File: src/rtl/eth_tx_arbiter.sv
// ---------------------------------------------------------------------------
// eth_tx_arbiter
//
// Shares the single 8-bit AXI-Stream TX input of the Ethernet MAC between two
// frame sources (port 0: CPU frame buffer, port 1: debug pattern generator).
// One source owns the output for a whole frame, so bytes of different frames
// never interleave. The output stream passes through one register stage. After
// every frame the arbiter holds an idle gap before it arbitrates again.
//
// Optional feature: define ETH_TX_PAD_EN to pad short frames with 0x00 bytes
// up to MIN_LEN. Without the macro, frames pass through unchanged.
//
// Parameters
//   PRIO_FIXED  0 = round-robin, 1 = port 0 wins every tie
//   IFG_CYCLES  minimum idle cycles after a frame (0 behaves as 1)
//   MIN_LEN     minimum frame length without FCS when padding is built in
//
// Ports
//   clk_mac, rst_n           MAC clock, asynchronous active-low reset
//   sN_tdata/tvalid/tlast    source N byte stream
//   sN_tready                source N byte accepted (only the owner, in SEND)
//   m_tdata/tvalid/tlast     registered stream to the MAC
//   m_tready                 MAC ready
//   grant                    one-hot owner of the current frame, 00 when idle
//   frm_cnt0/frm_cnt1        completed source frames per port (wrapping)
// ---------------------------------------------------------------------------
module eth_tx_arbiter #(
  parameter int PRIO_FIXED = 0,
  parameter int IFG_CYCLES = 12,
  parameter int MIN_LEN    = 60
) (
  input  logic        clk_mac,
  input  logic        rst_n,
  input  logic [7:0]  s0_tdata,
  input  logic        s0_tvalid,
  input  logic        s0_tlast,
  output logic        s0_tready,
  input  logic [7:0]  s1_tdata,
  input  logic        s1_tvalid,
  input  logic        s1_tlast,
  output logic        s1_tready,
  output logic [7:0]  m_tdata,
  output logic        m_tvalid,
  output logic        m_tlast,
  input  logic        m_tready,
  output logic [1:0]  grant,
  output logic [15:0] frm_cnt0,
  output logic [15:0] frm_cnt1
);

  typedef enum logic [1:0] {
    S_IDLE = 2'd0,
    S_SEND = 2'd1,
`ifdef ETH_TX_PAD_EN
    S_PAD  = 2'd2,
`endif
    S_GAP  = 2'd3
  } state_t;

  localparam int          IFG_EFF  = (IFG_CYCLES < 1) ? 1 : IFG_CYCLES;
  localparam logic [15:0] IFG_LOAD = 16'(IFG_EFF);

  if (MIN_LEN < 1 || MIN_LEN > 2047) begin : g_min_len_bad
    $error("eth_tx_arbiter: MIN_LEN must lie in 1..2047");
  end

  state_t      r_state;
  state_t      w_state_nxt;
  logic [1:0]  r_grant;
  logic        r_last_port;
  logic [10:0] r_bcnt;
  logic [15:0] r_gcnt;
  logic [7:0]  r_m_tdata;
  logic        r_m_tvalid;
  logic        r_m_tlast;
  logic [15:0] r_frm_cnt0;
  logic [15:0] r_frm_cnt1;

  logic        w_load;
  logic        w_sel1;
  logic [7:0]  w_src_data;
  logic        w_src_valid;
  logic        w_src_tlast;
  logic        w_xfer;
  logic        w_src_end;
  logic        w_any;
  logic        w_pick1;
  logic [10:0] w_bcnt_inc;

  // The output register can take a new byte when it is empty or being drained.
  assign w_load = ~r_m_tvalid | m_tready;

  assign w_sel1      = r_grant[1];
  assign w_src_data  = w_sel1 ? s1_tdata  : s0_tdata;
  assign w_src_valid = w_sel1 ? s1_tvalid : s0_tvalid;
  assign w_src_tlast = w_sel1 ? s1_tlast  : s0_tlast;

  assign s0_tready = (r_state == S_SEND) & r_grant[0] & w_load;
  assign s1_tready = (r_state == S_SEND) & r_grant[1] & w_load;

  assign w_xfer     = (r_state == S_SEND) & w_load & w_src_valid;
  assign w_src_end  = w_xfer & w_src_tlast;
  assign w_bcnt_inc = (r_bcnt == 11'h7FF) ? r_bcnt : r_bcnt + 11'd1;

  // Port 1 wins when it is the only requester, or on a round-robin tie when
  // port 0 was served last.
  assign w_any   = s0_tvalid | s1_tvalid;
  assign w_pick1 = s1_tvalid & (~s0_tvalid | ((PRIO_FIXED == 0) & ~r_last_port));

`ifdef ETH_TX_PAD_EN
  localparam logic [11:0] MIN_LEN_W = 12'(MIN_LEN);
  logic w_short;
  logic w_pad_emit;
  logic w_pad_last;
  // The byte being accepted brings the count to bcnt+1.
  assign w_short    = ({1'b0, r_bcnt} + 12'd1) < MIN_LEN_W;
  assign w_pad_emit = (r_state == S_PAD) & w_load;
  assign w_pad_last = w_pad_emit & (({1'b0, r_bcnt} + 12'd1) == MIN_LEN_W);
`endif

  always_ff @(posedge clk_mac or negedge rst_n) begin
    if (!rst_n) r_state <= S_IDLE;
    else        r_state <= w_state_nxt;
  end

  always_comb begin
    // NOTE: default first so every path assigns the next state and no latch is inferred.
    w_state_nxt = r_state;
    case (r_state)
      S_IDLE: if (w_any) w_state_nxt = S_SEND;
      S_SEND: begin
        if (w_src_end) begin
`ifdef ETH_TX_PAD_EN
          w_state_nxt = w_short ? S_PAD : S_GAP;
`else
          w_state_nxt = S_GAP;
`endif
        end
      end
`ifdef ETH_TX_PAD_EN
      S_PAD:  if (w_pad_last) w_state_nxt = S_GAP;
`endif
      // Leave only once the gap is counted and the final byte has drained.
      S_GAP:  if (r_gcnt == 16'd0 && !r_m_tvalid) w_state_nxt = S_IDLE;
      default: w_state_nxt = S_IDLE;
    endcase
  end

  always_ff @(posedge clk_mac or negedge rst_n) begin
    if (!rst_n) begin
      r_grant     <= 2'b00;
      r_last_port <= 1'b1;
      r_bcnt      <= 11'd0;
      r_gcnt      <= 16'd0;
      r_m_tdata   <= 8'h00;
      r_m_tvalid  <= 1'b0;
      r_m_tlast   <= 1'b0;
      r_frm_cnt0  <= 16'd0;
      r_frm_cnt1  <= 16'd0;
    end else begin
      // NOTE: non-blocking assignments so every register samples pre-edge values.
      if (r_state == S_IDLE && w_any) begin
        r_grant <= {w_pick1, ~w_pick1};
        r_bcnt  <= 11'd0;
      end

      if (w_state_nxt == S_GAP && r_state != S_GAP) begin
        r_grant <= 2'b00;
        r_gcnt  <= IFG_LOAD;
      end else if (r_state == S_GAP && r_gcnt != 16'd0) begin
        r_gcnt <= r_gcnt - 16'd1;
      end

      if (w_xfer) begin
        r_m_tdata  <= w_src_data;
        r_m_tvalid <= 1'b1;
`ifdef ETH_TX_PAD_EN
        r_m_tlast  <= w_src_tlast & ~w_short;
`else
        r_m_tlast  <= w_src_tlast;
`endif
        r_bcnt     <= w_bcnt_inc;
`ifdef ETH_TX_PAD_EN
      end else if (w_pad_emit) begin
        r_m_tdata  <= 8'h00;
        r_m_tvalid <= 1'b1;
        r_m_tlast  <= w_pad_last;
        r_bcnt     <= w_bcnt_inc;
`endif
      end else if (w_load) begin
        r_m_tvalid <= 1'b0;
      end

      if (w_src_end) begin
        r_last_port <= w_sel1;
        if (w_sel1) r_frm_cnt1 <= r_frm_cnt1 + 16'd1;
        else        r_frm_cnt0 <= r_frm_cnt0 + 16'd1;
      end
    end
  end

  assign m_tdata  = r_m_tdata;
  assign m_tvalid = r_m_tvalid;
  assign m_tlast  = r_m_tlast;
  assign grant    = r_grant;
  assign frm_cnt0 = r_frm_cnt0;
  assign frm_cnt1 = r_frm_cnt1;

endmodule
File: config.mk
export PLATFORM = sky130hd
export DESIGN_NAME = eth_tx_arbiter
export DESIGN_NICKNAME = d
export VERILOG_FILES = /design/src/rtl/eth_tx_arbiter.sv
export SDC_FILE = /design/constraint.sdc
export NUM_CORES = 1
export LEC_CHECK = 0
export ABC_AREA = 1
export CORE_ASPECT_RATIO = 0.8
export CORE_UTILIZATION = 55
export DETAILED_ROUTE_END_ITERATION = 10
export HOLD_SLACK_MARGIN = 0.08
export PLACE_DENSITY = 0.82
export SLEW_MARGIN = 10
export SYNTH_ARGS = -nofsm -noshare
export SYNTH_HDL_FRONTEND = slang
export SYNTH_SLANG_ARGS = --single-unit
File: constraint.sdc
create_clock -name clk_mac -period 4.7 [get_ports clk_mac]
set_clock_uncertainty 0.15 [all_clocks]
set_input_delay 1.41 -clock clk_mac [delete_from_list [all_inputs] [get_ports clk_mac]]
set_output_delay 1.41 -clock clk_mac [all_outputs]
set_load 0.05 [all_outputs]
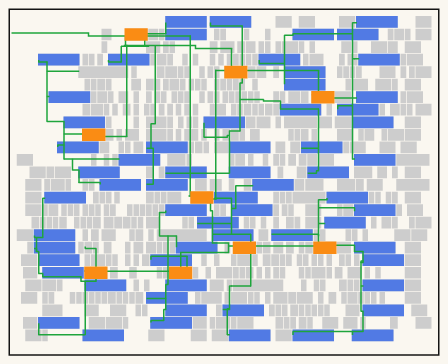
run_1/clk_routes.png
blue -> flip-flops  # count 63
orange -> clock drivers  # count 9
green -> clock wires  # length 832 µm
flops lie = widely spread

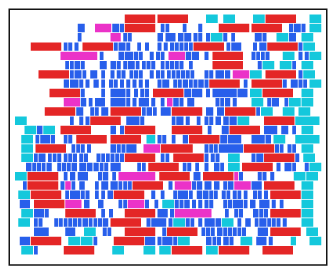
run_1/placement_by_type.png
blue -> combinational and other logic  # cells 424, share of their area 44%
cyan -> other buffers and delay cells  # cells 69, share of their area 16%
magenta -> clock drivers and dummy loads  # cells 16, share of their area 5.3%
red -> flops  # cells 63, share of their area 35%

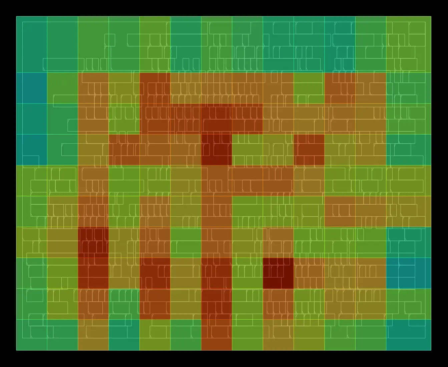
run_1/congestion.png
wire per inst: 13.09 µm
met2 Usage GRT: 0.4183

==> out/qor.txt, run 1 <==
I/O pin count = 69
Dominant comb cell = simple AND/OR/NAND/NOR gates
critical path endpoint category = primary output
Basic Gates by Area = 0.3766
R2R cell count = 7
TritonCTS Sinks = 63
Power Dens Cells = 638.6 mW/mm²
met3 routed WL = 684 µm
Tap Cells = 84
Total GRT Usage = 0.2619
Final HPWL DP = 6.141 mm
Tool Warnings = 27
metal2 WL = 3.842 mm
hold buffer count at cts = 0
CP top delay family = buffers and inverters
Non-clk bufs = 69
Biggest Area Class = logic gates
number of buffers and inverters on the critical path = 3
Seq pwr share = 0.302
status = finished, final reports clean
Max Cap Viol = 0
distinct lib cells = 36
setup TNS = 0 ps
Crit-path slowest cell = clkdlybuf4s50_1
most common logic cells in the final layout = nand2_1 (193), clkdlybuf4s50_1 (65), nor2_1 (64), dfrtp_1 (62), inv_1 (40)
row count = 26
Psw = 1.386 mW
Starting Density = 0.5695
Post-synth regs = 63
Comb power frac = 0.507
initial antenna violation count = 0
DRT Wirelength = 8.587 mm
## Run 2: what changed since run 1
- CORE_MARGIN: default -> 2
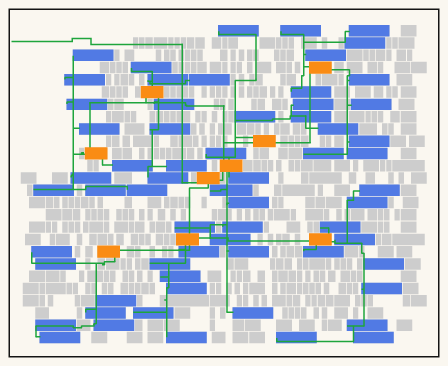
run_2/clk_routes.png
green -> clock wires  # length 764 µm
blue -> flip-flops  # count 63
orange -> clock drivers  # count 9
flops lie = widely spread
routed clock nets = 10

==> out/qor.txt, run 2 <==
status = finished, final reports clean (unchanged)
Seq/Total Area, Yosys = 0.4345 (unchanged)
row count = 26 (unchanged)
GR Util met1 = 0.3526 (was 0.3556)
I/O pin count = 69 (unchanged)
number of buffers and inverters on the critical path = 3 (unchanged)
distinct lib cells = 36 (unchanged)
setup TNS = 0 ps (unchanged)
Crit-path slowest cell = clkdlybuf4s50_1 (unchanged)
hold buffer count at cts = 0 (unchanged)
Basic Gates by Area = 0.3766 (unchanged)
Total GRT Usage = 0.2518 (was 0.2619)
Seq pwr share = 0.315 (was 0.302)
CP top delay family = buffers and inverters (unchanged)
metal2 WL = 3.756 mm (was 3.842 mm)
Final HPWL DP = 6.202 mm (was 6.141 mm)
Tap Cells = 84 (unchanged)
Power Dens Cells = 620.5 mW/mm² (was 638.6 mW/mm²)
met2 Usage GRT = 0.3887 (was 0.4183)
initial antenna violation count = 0 (unchanged)
FFs w/ async S/R, synth = 1.000 (unchanged)
Critical Path Sink = s0_tready (unchanged)
Non-clk bufs = 69 (unchanged)
DRT iter0 DRCs = 290 (was 233)
Starting Density = 0.5695 (unchanged)
Post-synth regs = 63 (unchanged)
Dominant comb cell = simple AND/OR/NAND/NOR gates (unchanged)
Tool Warnings = 27 (unchanged)
Post-Syn Nets = 523 (unchanged)
wire per inst = 13.02 µm (was 13.09 µm)
M1 WL = 3.958 mm (was 3.941 mm)
final core area utilization = 0.7129 (was 0.7221)
critical path endpoint category = primary output (unchanged)
Syn Inst Count = 496 (unchanged)
DRT Wirelength = 8.528 mm (was 8.587 mm)
met3 routed WL = 747 µm (was 684 µm)
R2R cell count = 7 (unchanged)
Comb power frac = 0.532 (was 0.507)
register area = 0.001578 mm² (unchanged)
TritonCTS Sinks = 63 (unchanged)
crit-path max FO = 2 (unchanged)
most common logic cells in the final layout = nand2_1 (193), clkdlybuf4s50_1 (65), nor2_1 (64), dfrtp_1 (62), inv_1 (40) (unchanged)
r2r setup slk = 2540 ps (was 2560 ps)
Crit Reg-Reg Startpoint = r_gcnt[0] (unchanged)
Max Cap Viol = 0 (unchanged)
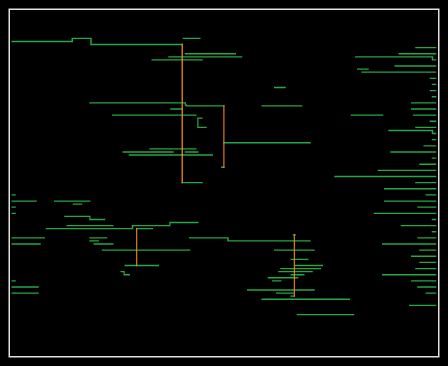
run_2/wires.png
Two of the layers only.
green -> metal 3  # wire length 747 µm
orange -> metal 4  # wire length 66.0 µm

Power figures rest on the tool's default switching activity, not on a simulated workload.
